===== config.mk =====
export PLATFORM = sky130hd
export DESIGN_NAME = axi_rd_arbiter_flat
export DESIGN_NICKNAME = d
export VERILOG_FILES = /design/src/rtl/axi_rd_arbiter_if.sv /design/src/rtl/axi_rd_arbiter.sv /design/src/flat_wrapper.sv
export SDC_FILE = /design/constraint.sdc
export NUM_CORES = 1
export LEC_CHECK = 0
export ABC_AREA = 0
export CAP_MARGIN = 40
export CELL_PAD_IN_SITES_DETAIL_PLACEMENT = 1
export CELL_PAD_IN_SITES_GLOBAL_PLACEMENT = 2
export CORE_ASPECT_RATIO = 0.75
export CORE_MARGIN = 4
export CORE_UTILIZATION = 17
export DETAILED_ROUTE_END_ITERATION = 12
export PLACE_DENSITY = 0.86
export SLEW_MARGIN = 30
export SYNTH_ARGS = -nofsm -noshare
export SYNTH_HDL_FRONTEND = slang
export SYNTH_SLANG_ARGS = --single-unit

===== constraint.sdc =====
create_clock -name clk -period 1.8 [get_ports clk]
set_input_delay 0.18 -clock clk [delete_from_list [all_inputs] [get_ports clk]]
set_output_delay 0.18 -clock clk [all_outputs]
set_load 0.005 [all_outputs]

===== src/rtl/axi_rd_arbiter_if.sv =====
// Signal bundle between the I/D-cache refill engines, the read arbiter and the AXI AR/R channels.
// The arbiter uses the master view; the surrounding caches and AXI slave use the slave view.
interface axi_rd_arbiter_if;
    logic [31:0] i_araddr;
    logic [7:0]  i_arlen;
    logic        i_arvalid;
    logic        i_arready;
    logic [31:0] i_rdata;
    logic        i_rvalid;
    logic        i_rlast;
    logic        i_rready;

    logic [31:0] d_araddr;
    logic [7:0]  d_arlen;
    logic        d_arvalid;
    logic        d_arready;
    logic [31:0] d_rdata;
    logic        d_rvalid;
    logic        d_rlast;
    logic        d_rready;

    logic [3:0]  arid;
    logic [31:0] araddr;
    logic [7:0]  arlen;
    logic [2:0]  arsize;
    logic [1:0]  arburst;
    logic        arvalid;
    logic        arready;
    logic [3:0]  rid;
    logic [31:0] rdata;
    logic        rlast;
    logic        rvalid;
    logic        rready;
    logic        proto_err;

    modport master (
        input  i_araddr, i_arlen, i_arvalid, i_rready,
        output i_arready, i_rdata, i_rvalid, i_rlast,
        input  d_araddr, d_arlen, d_arvalid, d_rready,
        output d_arready, d_rdata, d_rvalid, d_rlast,
        output arid, araddr, arlen, arsize, arburst, arvalid, rready, proto_err,
        input  arready, rid, rdata, rlast, rvalid
    );

    modport slave (
        output i_araddr, i_arlen, i_arvalid, i_rready,
        input  i_arready, i_rdata, i_rvalid, i_rlast,
        output d_araddr, d_arlen, d_arvalid, d_rready,
        input  d_arready, d_rdata, d_rvalid, d_rlast,
        input  arid, araddr, arlen, arsize, arburst, arvalid, rready, proto_err,
        output arready, rid, rdata, rlast, rvalid
    );
endinterface


===== src/rtl/axi_rd_arbiter.sv =====
// Shares one AXI4 read channel between I-cache and D-cache; one burst in flight, AR issued one
// cycle after the request is seen in IDLE, R beats routed to the granted side only.
module axi_rd_arbiter #(
    parameter bit         RR_EN = 1'b1,
    parameter logic [3:0] ID_I  = 4'd0,
    parameter logic [3:0] ID_D  = 4'd1
) (
    input  logic           clk,
    input  logic           resetn,
    axi_rd_arbiter_if.master bus
);
    localparam logic [1:0] S_IDLE = 2'd0;
    localparam logic [1:0] S_ADDR = 2'd1;
    localparam logic [1:0] S_DATA = 2'd2;

    logic [1:0]  state_q, state_d;
    logic        gnt_d_q, gnt_d_d;
    logic        last_d_q, last_d_d;
    logic [3:0]  arid_q, arid_d;
    logic [31:0] araddr_q, araddr_d;
    logic [7:0]  arlen_q, arlen_d;
    logic [7:0]  beat_q, beat_d;
    logic        err_q, err_d;

    logic in_addr, in_data, g_rready, r_hs, pick_d;

    assign in_addr  = (state_q == S_ADDR);
    assign in_data  = (state_q == S_DATA);
    assign g_rready = gnt_d_q ? bus.d_rready : bus.i_rready;
    assign r_hs     = bus.rvalid & bus.rready;

    // On a tie the D-cache wins unless round-robin is on and it was served last.
    assign pick_d = bus.d_arvalid & (~bus.i_arvalid | ~RR_EN | ~last_d_q);

    always_comb begin
        state_d  = state_q;
        gnt_d_d  = gnt_d_q;
        last_d_d = last_d_q;
        arid_d   = arid_q;
        araddr_d = araddr_q;
        arlen_d  = arlen_q;
        beat_d   = beat_q;
        err_d    = err_q;
        case (state_q)
            S_IDLE: begin
                if (bus.i_arvalid | bus.d_arvalid) begin
                    state_d  = S_ADDR;
                    gnt_d_d  = pick_d;
                    last_d_d = pick_d;
                    arid_d   = pick_d ? ID_D : ID_I;
                    araddr_d = pick_d ? bus.d_araddr : bus.i_araddr;
                    arlen_d  = pick_d ? bus.d_arlen : bus.i_arlen;
                end
            end
            S_ADDR: begin
                if (bus.arready) begin
                    state_d = S_DATA;
                    beat_d  = 8'd0;
                end
            end
            S_DATA: begin
                if (r_hs) begin
                    beat_d = beat_q + 8'd1;
                    if (bus.rid != arid_q) err_d = 1'b1;
                    if (bus.rlast) begin
                        // A short or long burst is flagged but still terminates on rlast.
                        if (beat_q != arlen_q) err_d = 1'b1;
                        state_d = S_IDLE;
                    end
                end
            end
            default: state_d = S_IDLE;
        endcase
    end

    always_ff @(posedge clk) begin
        if (!resetn) begin
            state_q  <= S_IDLE;
            gnt_d_q  <= 1'b0;
            last_d_q <= 1'b0;
            arid_q   <= ID_I;
            araddr_q <= 32'd0;
            arlen_q  <= 8'd0;
            beat_q   <= 8'd0;
            err_q    <= 1'b0;
        end else begin
            state_q  <= state_d;
            gnt_d_q  <= gnt_d_d;
            last_d_q <= last_d_d;
            arid_q   <= arid_d;
            araddr_q <= araddr_d;
            arlen_q  <= arlen_d;
            beat_q   <= beat_d;
            err_q    <= err_d;
        end
    end

    assign bus.arid      = arid_q;
    assign bus.araddr    = araddr_q;
    assign bus.arlen     = arlen_q;
    assign bus.arsize    = 3'b010;
    assign bus.arburst   = 2'b01;
    assign bus.arvalid   = in_addr;
    assign bus.rready    = g_rready & in_data;
    assign bus.proto_err = err_q;

    assign bus.i_arready = bus.arready & in_addr & ~gnt_d_q;
    assign bus.d_arready = bus.arready & in_addr & gnt_d_q;
    assign bus.i_rvalid  = bus.rvalid & in_data & ~gnt_d_q;
    assign bus.d_rvalid  = bus.rvalid & in_data & gnt_d_q;
    assign bus.i_rlast   = bus.rlast & in_data & ~gnt_d_q;
    assign bus.d_rlast   = bus.rlast & in_data & gnt_d_q;
    assign bus.i_rdata   = bus.rdata;
    assign bus.d_rdata   = bus.rdata;
endmodule


===== src/flat_wrapper.sv =====
// flat-port wrapper written by rule: the top's interface ports become plain ports
module axi_rd_arbiter_flat 
#(
    parameter bit         RR_EN = 1'b1,
    parameter logic [3:0] ID_I  = 4'd0,
    parameter logic [3:0] ID_D  = 4'd1
)
  (clk, resetn, bus_i_araddr, bus_i_arlen, bus_i_arvalid, bus_i_rready, bus_i_arready, bus_i_rdata, bus_i_rvalid, bus_i_rlast, bus_d_araddr, bus_d_arlen, bus_d_arvalid, bus_d_rready, bus_d_arready, bus_d_rdata, bus_d_rvalid, bus_d_rlast, bus_arid, bus_araddr, bus_arlen, bus_arsize, bus_arburst, bus_arvalid, bus_rready, bus_proto_err, bus_arready, bus_rid, bus_rdata, bus_rlast, bus_rvalid);
  axi_rd_arbiter_if bus_i ();
  input  logic clk;
  input  logic resetn;
  input wire logic [$bits(bus_i.i_araddr)-1:0] bus_i_araddr;
  input wire logic [$bits(bus_i.i_arlen)-1:0] bus_i_arlen;
  input wire logic [$bits(bus_i.i_arvalid)-1:0] bus_i_arvalid;
  input wire logic [$bits(bus_i.i_rready)-1:0] bus_i_rready;
  output wire logic [$bits(bus_i.i_arready)-1:0] bus_i_arready;
  output wire logic [$bits(bus_i.i_rdata)-1:0] bus_i_rdata;
  output wire logic [$bits(bus_i.i_rvalid)-1:0] bus_i_rvalid;
  output wire logic [$bits(bus_i.i_rlast)-1:0] bus_i_rlast;
  input wire logic [$bits(bus_i.d_araddr)-1:0] bus_d_araddr;
  input wire logic [$bits(bus_i.d_arlen)-1:0] bus_d_arlen;
  input wire logic [$bits(bus_i.d_arvalid)-1:0] bus_d_arvalid;
  input wire logic [$bits(bus_i.d_rready)-1:0] bus_d_rready;
  output wire logic [$bits(bus_i.d_arready)-1:0] bus_d_arready;
  output wire logic [$bits(bus_i.d_rdata)-1:0] bus_d_rdata;
  output wire logic [$bits(bus_i.d_rvalid)-1:0] bus_d_rvalid;
  output wire logic [$bits(bus_i.d_rlast)-1:0] bus_d_rlast;
  output wire logic [$bits(bus_i.arid)-1:0] bus_arid;
  output wire logic [$bits(bus_i.araddr)-1:0] bus_araddr;
  output wire logic [$bits(bus_i.arlen)-1:0] bus_arlen;
  output wire logic [$bits(bus_i.arsize)-1:0] bus_arsize;
  output wire logic [$bits(bus_i.arburst)-1:0] bus_arburst;
  output wire logic [$bits(bus_i.arvalid)-1:0] bus_arvalid;
  output wire logic [$bits(bus_i.rready)-1:0] bus_rready;
  output wire logic [$bits(bus_i.proto_err)-1:0] bus_proto_err;
  input wire logic [$bits(bus_i.arready)-1:0] bus_arready;
  input wire logic [$bits(bus_i.rid)-1:0] bus_rid;
  input wire logic [$bits(bus_i.rdata)-1:0] bus_rdata;
  input wire logic [$bits(bus_i.rlast)-1:0] bus_rlast;
  input wire logic [$bits(bus_i.rvalid)-1:0] bus_rvalid;
  assign bus_i.i_araddr = bus_i_araddr;
  assign bus_i.i_arlen = bus_i_arlen;
  assign bus_i.i_arvalid = bus_i_arvalid;
  assign bus_i.i_rready = bus_i_rready;
  assign bus_i_arready = bus_i.i_arready;
  assign bus_i_rdata = bus_i.i_rdata;
  assign bus_i_rvalid = bus_i.i_rvalid;
  assign bus_i_rlast = bus_i.i_rlast;
  assign bus_i.d_araddr = bus_d_araddr;
  assign bus_i.d_arlen = bus_d_arlen;
  assign bus_i.d_arvalid = bus_d_arvalid;
  assign bus_i.d_rready = bus_d_rready;
  assign bus_d_arready = bus_i.d_arready;
  assign bus_d_rdata = bus_i.d_rdata;
  assign bus_d_rvalid = bus_i.d_rvalid;
  assign bus_d_rlast = bus_i.d_rlast;
  assign bus_arid = bus_i.arid;
  assign bus_araddr = bus_i.araddr;
  assign bus_arlen = bus_i.arlen;
  assign bus_arsize = bus_i.arsize;
  assign bus_arburst = bus_i.arburst;
  assign bus_arvalid = bus_i.arvalid;
  assign bus_rready = bus_i.rready;
  assign bus_proto_err = bus_i.proto_err;
  assign bus_i.arready = bus_arready;
  assign bus_i.rid = bus_rid;
  assign bus_i.rdata = bus_rdata;
  assign bus_i.rlast = bus_rlast;
  assign bus_i.rvalid = bus_rvalid;
  axi_rd_arbiter #(.RR_EN(RR_EN), .ID_I(ID_I), .ID_D(ID_D)) u_core (.clk(clk), .resetn(resetn), .bus(bus_i));
endmodule

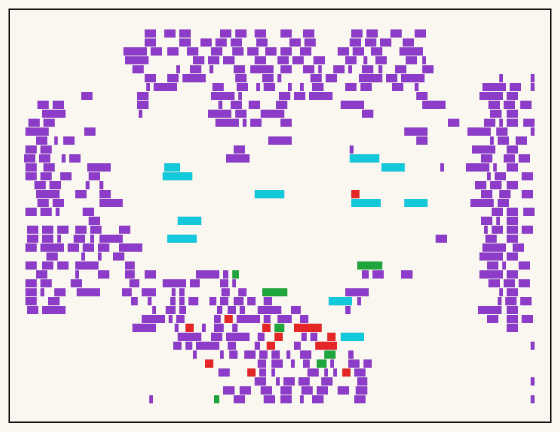
(run_1/sizing.png)
- cyan: x6 and larger (cells 11; share 2.6%)
- red: x3 and x4 (cells 12; share 2.9%; most used buf_4)
- purple: x1 and smaller (cells 389; share 93%; most used clkdlybuf4s50_1)
- green: x2 (cells 7; share 1.7%)

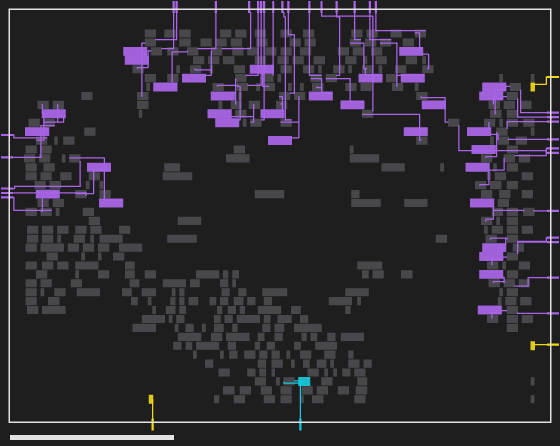
(run_1/port_trees.png)
The bar under the picture is 50 um long.
- yellow: bus_arsize (direction output; end cells 3; buffers 0; wire 18.3 um)
- cyan: bus_d_rready (direction input; end cells 1; buffers 1; wire 19.1 um)
- purple: bus_araddr (direction output; end cells 32; buffers 32; wire 1090 um)

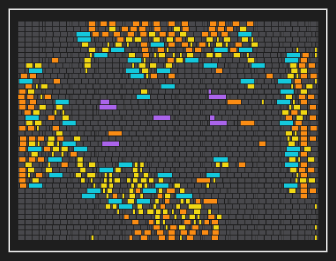
(run_1/class_map.png)
Fill, decap, tap and diode cells in grey.
- purple: clock drivers and dummy loads (cells 8)
- cyan: registers (cells 52)
- orange: remaining buffers and delay cells (cells 156)
- yellow: remaining logic cells (cells 203)

==> reports/qor_table.md, run 1 <==
| Result | Reported |
|:---|:---|
| First drt pass iteration count | 4 |
| Global Route met1 Usage | 9.57% |
| Run status | finished clean |
| Share of async-settable or async-resettable flops after synthesis | 0% |
| NonClk Buf Share | 34.7% |
| CTS clk-pin slew, worst paths | 0.07 ns |
| Number of nets in the layout | 544 |
| Worst-case headroom to the max-slew limit | 64.1% |
| CORE AREA | 17900 um^2 |
| Leading cell type by number of instances after synthesis | sky130_fd_sc_hd__buf_4 |
| Startpoint of the lowest-slack hold path | resetn |
| Iteration-0 DRC Markers | 66 |
| Mux contribution to synthesized area | 13.8% |
| Number of stages on the worst setup path | 3 |
| Global routing usage on met2 | 15.7% |
| Worst reg2reg path endpoint | u_core.beat_q[7] |
| Number of clock sinks | 52 |
| Yosys stat chip area | 3130 um^2 |
| Most area-hungry cell type in the Yosys netlist | sky130_fd_sc_hd__dfxtp_1 |
| Met2 WL post-DR | 4700 um |
| Area added between synthesis and finish | 46.0% |
| Dominant flop cell | sky130_fd_sc_hd__dfxtp_1 |
| Number of warnings reported in the yosys synthesis log | 0 |
| Total die area | 20700 um^2 |
| Sequential Power Share | 40.3% |
| Area share of the largest cell type after synthesis | 33.3% |
| Tightest Pin Transition | 0.538 ns |
| Clock Latency Late Sink | 0.29 ns |
| Clock buffers and inverters, area share | 3.29% |
| Cell total in the yosys stat output | 344 |
| Number of filler cells placed in the layout | 2079 |
| Total grt overflow | 0 |
| Final worst slack | 0.0950 ns |
| Synthesized-area fraction occupied by ao, oa, aoi and oai cells | 16.4% |
| Max-cap violations | 0 |
| Placed instance count | 653 |
| Maximum VDD drop | 0.280 mV |
| Number of H-tree branching levels | 2 |
| Fraction of area in registers | 22.9% |
| Worst-path cell with the longest stage delay | sky130_fd_sc_hd__clkdlybuf4s50_1 |
| Post-detailed-placement cell area | 4410 um^2 |
| Overall via count from detail_route | 2654 |
| Hold Vio Cnt, Final | 0 |
| Flops & latches, synth | 52 |
| Worst hold-check slack | 0.263 ns |
| Number of buffers inserted during clock tree synthesis | 5 |
| Net switching power of the design | 0.000922 W |
| WP data required | 1.62 ns |
| Period utilization | 94.7% |
| Library cell used as clock root buffer | sky130_fd_sc_hd__clkbuf_16 |
| Syn_area_per_cell | 9.10 um^2 |
| Max FO, Critical Path | 6 |
| Max Freq | 586 MHz |
| Horizontal die size | 165 um |
| Main power group | registers |
| FP Core Util | 17.5% |
| Reg area | 1050 um^2 |
| Global-route track usage on met3 | 4.01% |
| Antenna diode instance count | 0 |
| RSZ-0062 raised after global routing | false |
| # port buffers | 142 |
| Critical path's top delay family | buffers and inverters |
| Layout cells sized above 1 | 7.16% |
| Endpoint arrival time on the critical path | 1.53 ns |
| End of the worst hold path | u_core.beat_q[2] |
| CTS tree | built |
| Number of cell rows | 42 |
| Setup Slack @ Placement | -0.0256 ns |
| Path class of the lowest-slack min-delay path | in -> reg |
| And+or+nand+nor area frac | 12.2% |
| Number of logic gates | 201 |
| Wire length of the first global-routing pass | 14700 um |
| Cells resized by post-CTS repair | 3 |
| Ordered list of cells on the worst path | nor2b_2, and3_1, clkdlybuf4s50_1 |
| Met1 wire length | 3770 um |
| Critical path startpoint | u_core.state_q[0] |
| DR vias/cell | 4.02 |
| Worst reg-to-reg path cell count | 4 |
| Dominant combinational cell family by area after synthesis | buffers and inverters |
| Synthesized instance count | 344 |
| Fin cells | 661 |
| Cell internal pwr | 0.00247 W |
| Combinational share of cell area | 32.3% |
| Comb pwr share | 30.0% |
| # IOs | 247 |
| Dpl hpwl | 7410 um |
| Power dissipated in the clock network | 0.00101 W |
| Part of the Yosys area used for sequential elements | 33.3% |
| Seq cells | 52 |
| Number of max-slew violations in the final report | 0 |
| Number of flops mapped to enable cells by yosys | 0 |
| Post-synth area hogs | sky130_fd_sc_hd__dfxtp_1 33%, sky130_fd_sc_hd__buf_4 18%, sky130_fd_sc_hd__mux2i_1 14%, sky130_fd_sc_hd__o211a_1 13%, sky130_fd_sc_hd__nand2_1 5.5% |
| Area of the multi-input gates | 1480 um^2 |
| Most frequent standard cell in the layout excluding fill and tap cells | sky130_fd_sc_hd__clkdlybuf4s50_1 |
| Logic inverters | 2 |
| Sum of buffers and inverters on the critical path | 1 |
| Proportion of power drawn by the clock network | 29.7% |
| Final tally of setup violations | 0 |
| Maximum clock skew at final layout | 0.00574 ns |
| Overall routing resource usage | 8.75% |
| Die H | 125 um |
| Bufs on Longest Clock Path | 2 |
| Initial antenna violation count | 0 |
| Most frequent cells after synthesis | 74 x sky130_fd_sc_hd__buf_4, 52 x sky130_fd_sc_hd__dfxtp_1, 46 x sky130_fd_sc_hd__nand2_1, 43 x sky130_fd_sc_hd__mux2i_1, 40 x sky130_fd_sc_hd__o211a_1 |
| Setup_tns | 0 ns |
| Number of flip-flops in the largest register | 32 |
| Tally of nets with antenna violations remaining after routing | 0 |
| Met3 routed WL | 930 um |
| Placer's final routability congestion estimate | 0.727 |
| R2r startpoint | u_core.beat_q[2] |
| Number of remaining DRC errors | 0 |
| Hold-fix buffers, CTS | 0 |
| Yosys cell types | 34 |
| Buffers inserted by post-CTS timing repair | 0 |
| Endpoint kind of the worst setup timing path | output pin |
| Adders+Majority by Area | 0.400% |
| Buffer count excluding the clock tree in the final layout | 156 |
| Cell depth of the worst hold path | 4 |
| Final non-filler cell area | 4570 um^2 |
| Layer carrying the most global-route usage | met2 |
| Top cells excl fill/tap | 140 x sky130_fd_sc_hd__clkdlybuf4s50_1, 49 x sky130_fd_sc_hd__dfxtp_1, 46 x sky130_fd_sc_hd__nand2_1, 43 x sky130_fd_sc_hd__mux2i_1, 40 x sky130_fd_sc_hd__o211a_1 |
| Largest cell class by area | non-clock buffers |
| Seq pwr | 0.00137 W |
| Lkg Pwr | 2.09 nW |
| Pwr/cell area | 743 nW/um^2 |
==> run 2: changes to the inputs <==
--- a/config.mk
+++ b/config.mk
@@ -18,3 +18,4 @@
 export SYNTH_ARGS = -nofsm -noshare
 export SYNTH_HDL_FRONTEND = slang
 export SYNTH_SLANG_ARGS = --single-unit
+export TNS_END_PERCENT = 30
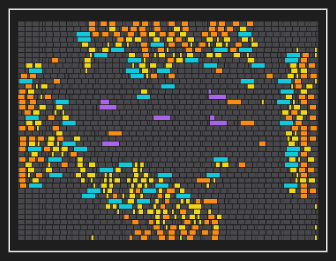
(run_2/class_map.png)
Fill, decap, tap and diode cells in grey.
- cyan: registers (cells 52)
- orange: remaining buffers and delay cells (cells 156)
- yellow: remaining logic cells (cells 203)
- purple: clock drivers and dummy loads (cells 8)

==> run 2 against run 1 <==
Compared with the run above:
- register-to-register slack about the same
- clock skew down 0.00072 ns
- clock power barely moved
- utilization hardly changed
- power about the same
- critical path depth did not move
- highest routed layer unchanged
==> reports/qor_table.md, run 2 <==
| Result | Reported | vs previous |
|:---|:---|:---|
| Reg area | 1040 um^2 | -0.24% |
| Post-detailed-placement cell area | 4410 um^2 | unchanged |
| Number of warnings reported in the yosys synthesis log | 0 | unchanged |
| Maximum VDD drop | 0.280 mV | about the same |
| Number of filler cells placed in the layout | 2080 | +0.048% |
| Global Route met1 Usage | 9.57% | unchanged |
| Worst-path cell with the longest stage delay | sky130_fd_sc_hd__clkdlybuf4s50_1 |  |
| Antenna diode instance count | 0 | unchanged |
| Cell internal pwr | 0.00247 W | about the same |
| Flops & latches, synth | 52 | unchanged |
| Area added between synthesis and finish | 45.9% | about the same |
| # IOs | 247 | unchanged |
| Met2 WL post-DR | 4700 um | about the same |
| Run status | finished clean |  |
| Proportion of power drawn by the clock network | 29.7% | about the same |
| DR vias/cell | 4.02 | unchanged |
| Most area-hungry cell type in the Yosys netlist | sky130_fd_sc_hd__dfxtp_1 |  |
| Number of remaining DRC errors | 0 | unchanged |
| Endpoint kind of the worst setup timing path | output pin |  |
| Number of nets in the layout | 544 | unchanged |
| CTS tree | built |  |
| Part of the Yosys area used for sequential elements | 33.3% | unchanged |
| Tightest Pin Transition | 0.538 ns | unchanged |
| Max Freq | 577 MHz | -1.6% |
| Hold-fix buffers, CTS | 0 | unchanged |
| Period utilization | 96.2% | +1.5 points |
| Endpoint arrival time on the critical path | 1.55 ns | +0.02 ns |
| Final tally of setup violations | 0 | unchanged |
| Max FO, Critical Path | 6 | unchanged |
| Final non-filler cell area | 4570 um^2 | about the same |
| Horizontal die size | 165 um | unchanged |
| Ordered list of cells on the worst path | nor2b_2, and3_1, clkdlybuf4s50_1 |  |
| Critical path's top delay family | buffers and inverters |  |
| Bufs on Longest Clock Path | 2 | unchanged |
| Total grt overflow | 0 | unchanged |
| Number of clock sinks | 52 | unchanged |
| Lkg Pwr | 2.09 nW | about the same |
| Overall via count from detail_route | 2654 | unchanged |
| Power dissipated in the clock network | 0.00101 W | about the same |
| Clock buffers and inverters, area share | 3.29% | about the same |
| Worst reg-to-reg path cell count | 4 | unchanged |
| Number of H-tree branching levels | 2 | unchanged |
| Dominant flop cell | sky130_fd_sc_hd__dfxtp_1 |  |
| Mux contribution to synthesized area | 13.8% | unchanged |
| R2r startpoint | u_core.beat_q[2] |  |
| Number of max-slew violations in the final report | 0 | unchanged |
| Worst hold-check slack | 0.263 ns | unchanged |
| Path class of the lowest-slack min-delay path | in -> reg |  |
| End of the worst hold path | u_core.beat_q[2] |  |
| Top cells excl fill/tap | 140 x sky130_fd_sc_hd__clkdlybuf4s50_1, 49 x sky130_fd_sc_hd__dfxtp_1, 46 x sky130_fd_sc_hd__nand2_1, 43 x sky130_fd_sc_hd__mux2i_1, 40 x sky130_fd_sc_hd__o211a_1 |  |
| Number of flip-flops in the largest register | 32 | unchanged |
| Dominant combinational cell family by area after synthesis | buffers and inverters |  |
| Buffers inserted by post-CTS timing repair | 0 | unchanged |
| First drt pass iteration count | 4 | unchanged |
| Seq pwr | 0.00137 W | about the same |
| Synthesized-area fraction occupied by ao, oa, aoi and oai cells | 16.4% | unchanged |
| Worst-case headroom to the max-slew limit | 64.1% | unchanged |
| Sequential Power Share | 40.3% | about the same |
| Largest cell class by area | non-clock buffers |  |
| Layout cells sized above 1 | 7.16% | unchanged |
| FP Core Util | 17.5% | unchanged |
| Cell depth of the worst hold path | 4 | unchanged |
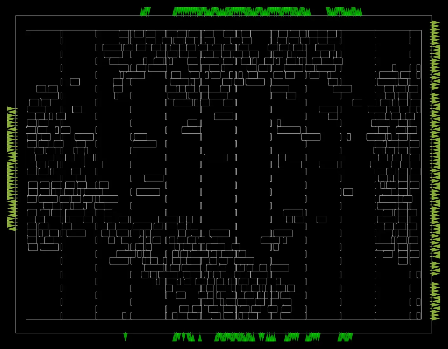
(run_2/placed.png)
Seq cells: 52
number of well-tap cells placed: 242
final design utilization: 25.6%
CORE AREA: 17900 um^2
fin cells: 661

==> run 3: changes to the inputs <==
--- a/config.mk
+++ b/config.mk
@@ -10,11 +10,11 @@
 export CELL_PAD_IN_SITES_DETAIL_PLACEMENT = 1
 export CELL_PAD_IN_SITES_GLOBAL_PLACEMENT = 2
 export CORE_ASPECT_RATIO = 0.75
-export CORE_MARGIN = 4
+export CORE_MARGIN = 1
 export CORE_UTILIZATION = 17
 export DETAILED_ROUTE_END_ITERATION = 12
 export PLACE_DENSITY = 0.86
-export SLEW_MARGIN = 30
+export SLEW_MARGIN = 20
 export SYNTH_ARGS = -nofsm -noshare
 export SYNTH_HDL_FRONTEND = slang
 export SYNTH_SLANG_ARGS = --single-unit
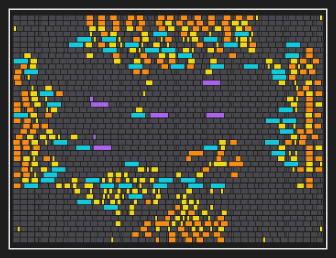
(run_3/class_map.png)
Fill, decap, tap and diode cells in grey.
- purple: clock drivers and dummy loads (cells 7)
- yellow: remaining logic cells (cells 203)
- orange: remaining buffers and delay cells (cells 153)
- cyan: registers (cells 52)
final design utilization: 25.3%
number of cell rows: 42
CORE AREA: 17800 um^2
fraction of area in registers: 23.2%

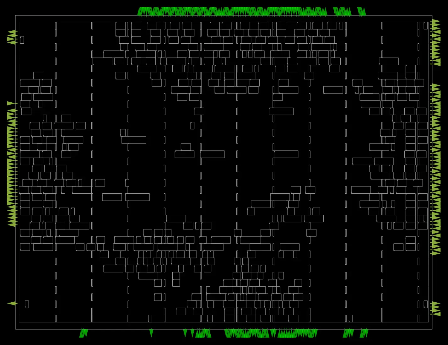
(run_3/placed.png)
number of filler cells placed in the layout: 2014
fin cells: 658

==> run 3 against run 2 <==
Compared with the run above:
- register-to-register slack about the same
- first-iteration DRC count increased by 26%
- count of clock-buffer cells in the layout decreased by 1
- worst setup slack got worse by 0.0077 ns
- critical endpoint is now bus_i_arready
- largest power group unchanged
==> reports/qor_table.md, run 3 <==
| Result | Reported | vs previous |
|:---|:---|:---|
| Post-detailed-placement cell area | 4360 um^2 | -1.1% |
| Critical path's top delay family | buffers and inverters |  |
| Worst-path cell with the longest stage delay | sky130_fd_sc_hd__clkdlybuf4s50_1 |  |
| Number of max-slew violations in the final report | 0 | unchanged |
| Path class of the lowest-slack min-delay path | in -> reg |  |
| Synthesized-area fraction occupied by ao, oa, aoi and oai cells | 16.4% | unchanged |
| First drt pass iteration count | 4 | unchanged |
| Max Freq | 575 MHz | -0.44% |
| Yosys cell types | 34 |  |
| Buffers inserted by post-CTS timing repair | 0 | unchanged |
| Pwr/cell area | 729 nW/um^2 |  |
| Met1 wire length | 3990 um |  |
| Hold-fix buffers, CTS | 0 | unchanged |
| Largest cell class by area | non-clock buffers |  |
| Proportion of power drawn by the clock network | 28.6% | -1.1 points |
| Final tally of setup violations | 0 | unchanged |
| Cell depth of the worst hold path | 4 | unchanged |
| Mux contribution to synthesized area | 13.8% | unchanged |
| Number of nets in the layout | 541 | -0.55% |
| Worst reg-to-reg path cell count | 4 | unchanged |
| Power dissipated in the clock network | 0.000939 W | -7% |
| Total grt overflow | 0 | unchanged |
| Top cells excl fill/tap | 141 x sky130_fd_sc_hd__clkdlybuf4s50_1, 50 x sky130_fd_sc_hd__dfxtp_1, 46 x sky130_fd_sc_hd__nand2_1, 43 x sky130_fd_sc_hd__mux2i_1, 40 x sky130_fd_sc_hd__o211a_1 |  |
| Number of warnings reported in the yosys synthesis log | 0 | unchanged |
| Cell internal pwr | 0.00239 W | -3.3% |
| R2r startpoint | u_core.beat_q[2] |  |
| Seq pwr | 0.00137 W | about the same |
| Critical path startpoint | u_core.state_q[1] |  |
| Number of flip-flops in the largest register | 32 | unchanged |
| Yosys stat chip area | 3130 um^2 |  |
| Max FO, Critical Path | 6 | unchanged |
| Clock buffers and inverters, area share | 2.97% | -0.31 points |
| Worst hold-check slack | 0.282 ns | +0.0184 ns |
| Period utilization | 96.7% | +0.43 points |
| End of the worst hold path | u_core.beat_q[2] |  |
| Endpoint kind of the worst setup timing path | output pin |  |
| CTS tree | built |  |
| Number of stages on the worst setup path | 4 |  |
| Layout cells sized above 1 | 6.02% | -1.1 points |
| Bufs on Longest Clock Path | 2 | unchanged |
| Antenna diode instance count | 1 | +1 |
| Number of well-tap cells placed | 242 | unchanged |
| Overall via count from detail_route | 2586 | -2.6% |
| DR vias/cell | 3.93 | -2.1% |
| Final non-filler cell area | 4500 um^2 | -1.4% |
| Seq cells | 52 | unchanged |
| Maximum VDD drop | 0.315 mV | +13% |
| Lkg Pwr | 2.04 nW | -2.2% |
| Met2 WL post-DR | 4210 um | -11% |
| Global Route met1 Usage | 11.1% | +1.6 points |
| Horizontal die size | 159 um | -3.6% |
| Number of H-tree branching levels | 2 | unchanged |
| Number of clock sinks | 52 | unchanged |
| Iteration-0 DRC Markers | 83 |  |
| And+or+nand+nor area frac | 12.2% |  |
| CTS clk-pin slew, worst paths | 0.07 ns |  |
| Ordered list of cells on the worst path | nand3b_1, buf_4, nor2_1, clkdlybuf4s50_1 |  |
| Fraction of synthesized cell area in xor and xnor cells | 2.80% |  |
| Sequential Power Share | 41.7% | +1.4 points |
| # IOs | 247 | unchanged |
| Number of remaining DRC errors | 0 | unchanged |
| FP Core Util | 17.6% | +0.052 points |
| Cells resized by post-CTS repair | 3 |  |
| Flops & latches, synth | 52 | unchanged |
| Area added between synthesis and finish | 43.9% |  |
| Run status | finished clean |  |
| Most area-hungry cell type in the Yosys netlist | sky130_fd_sc_hd__dfxtp_1 |  |
| Sum of buffers and inverters on the critical path | 2 |  |
| Dominant combinational cell family by area after synthesis | buffers and inverters |  |
| Reg area | 1040 um^2 | -0.12% |
Power is estimated from default activity; no workload was simulated.
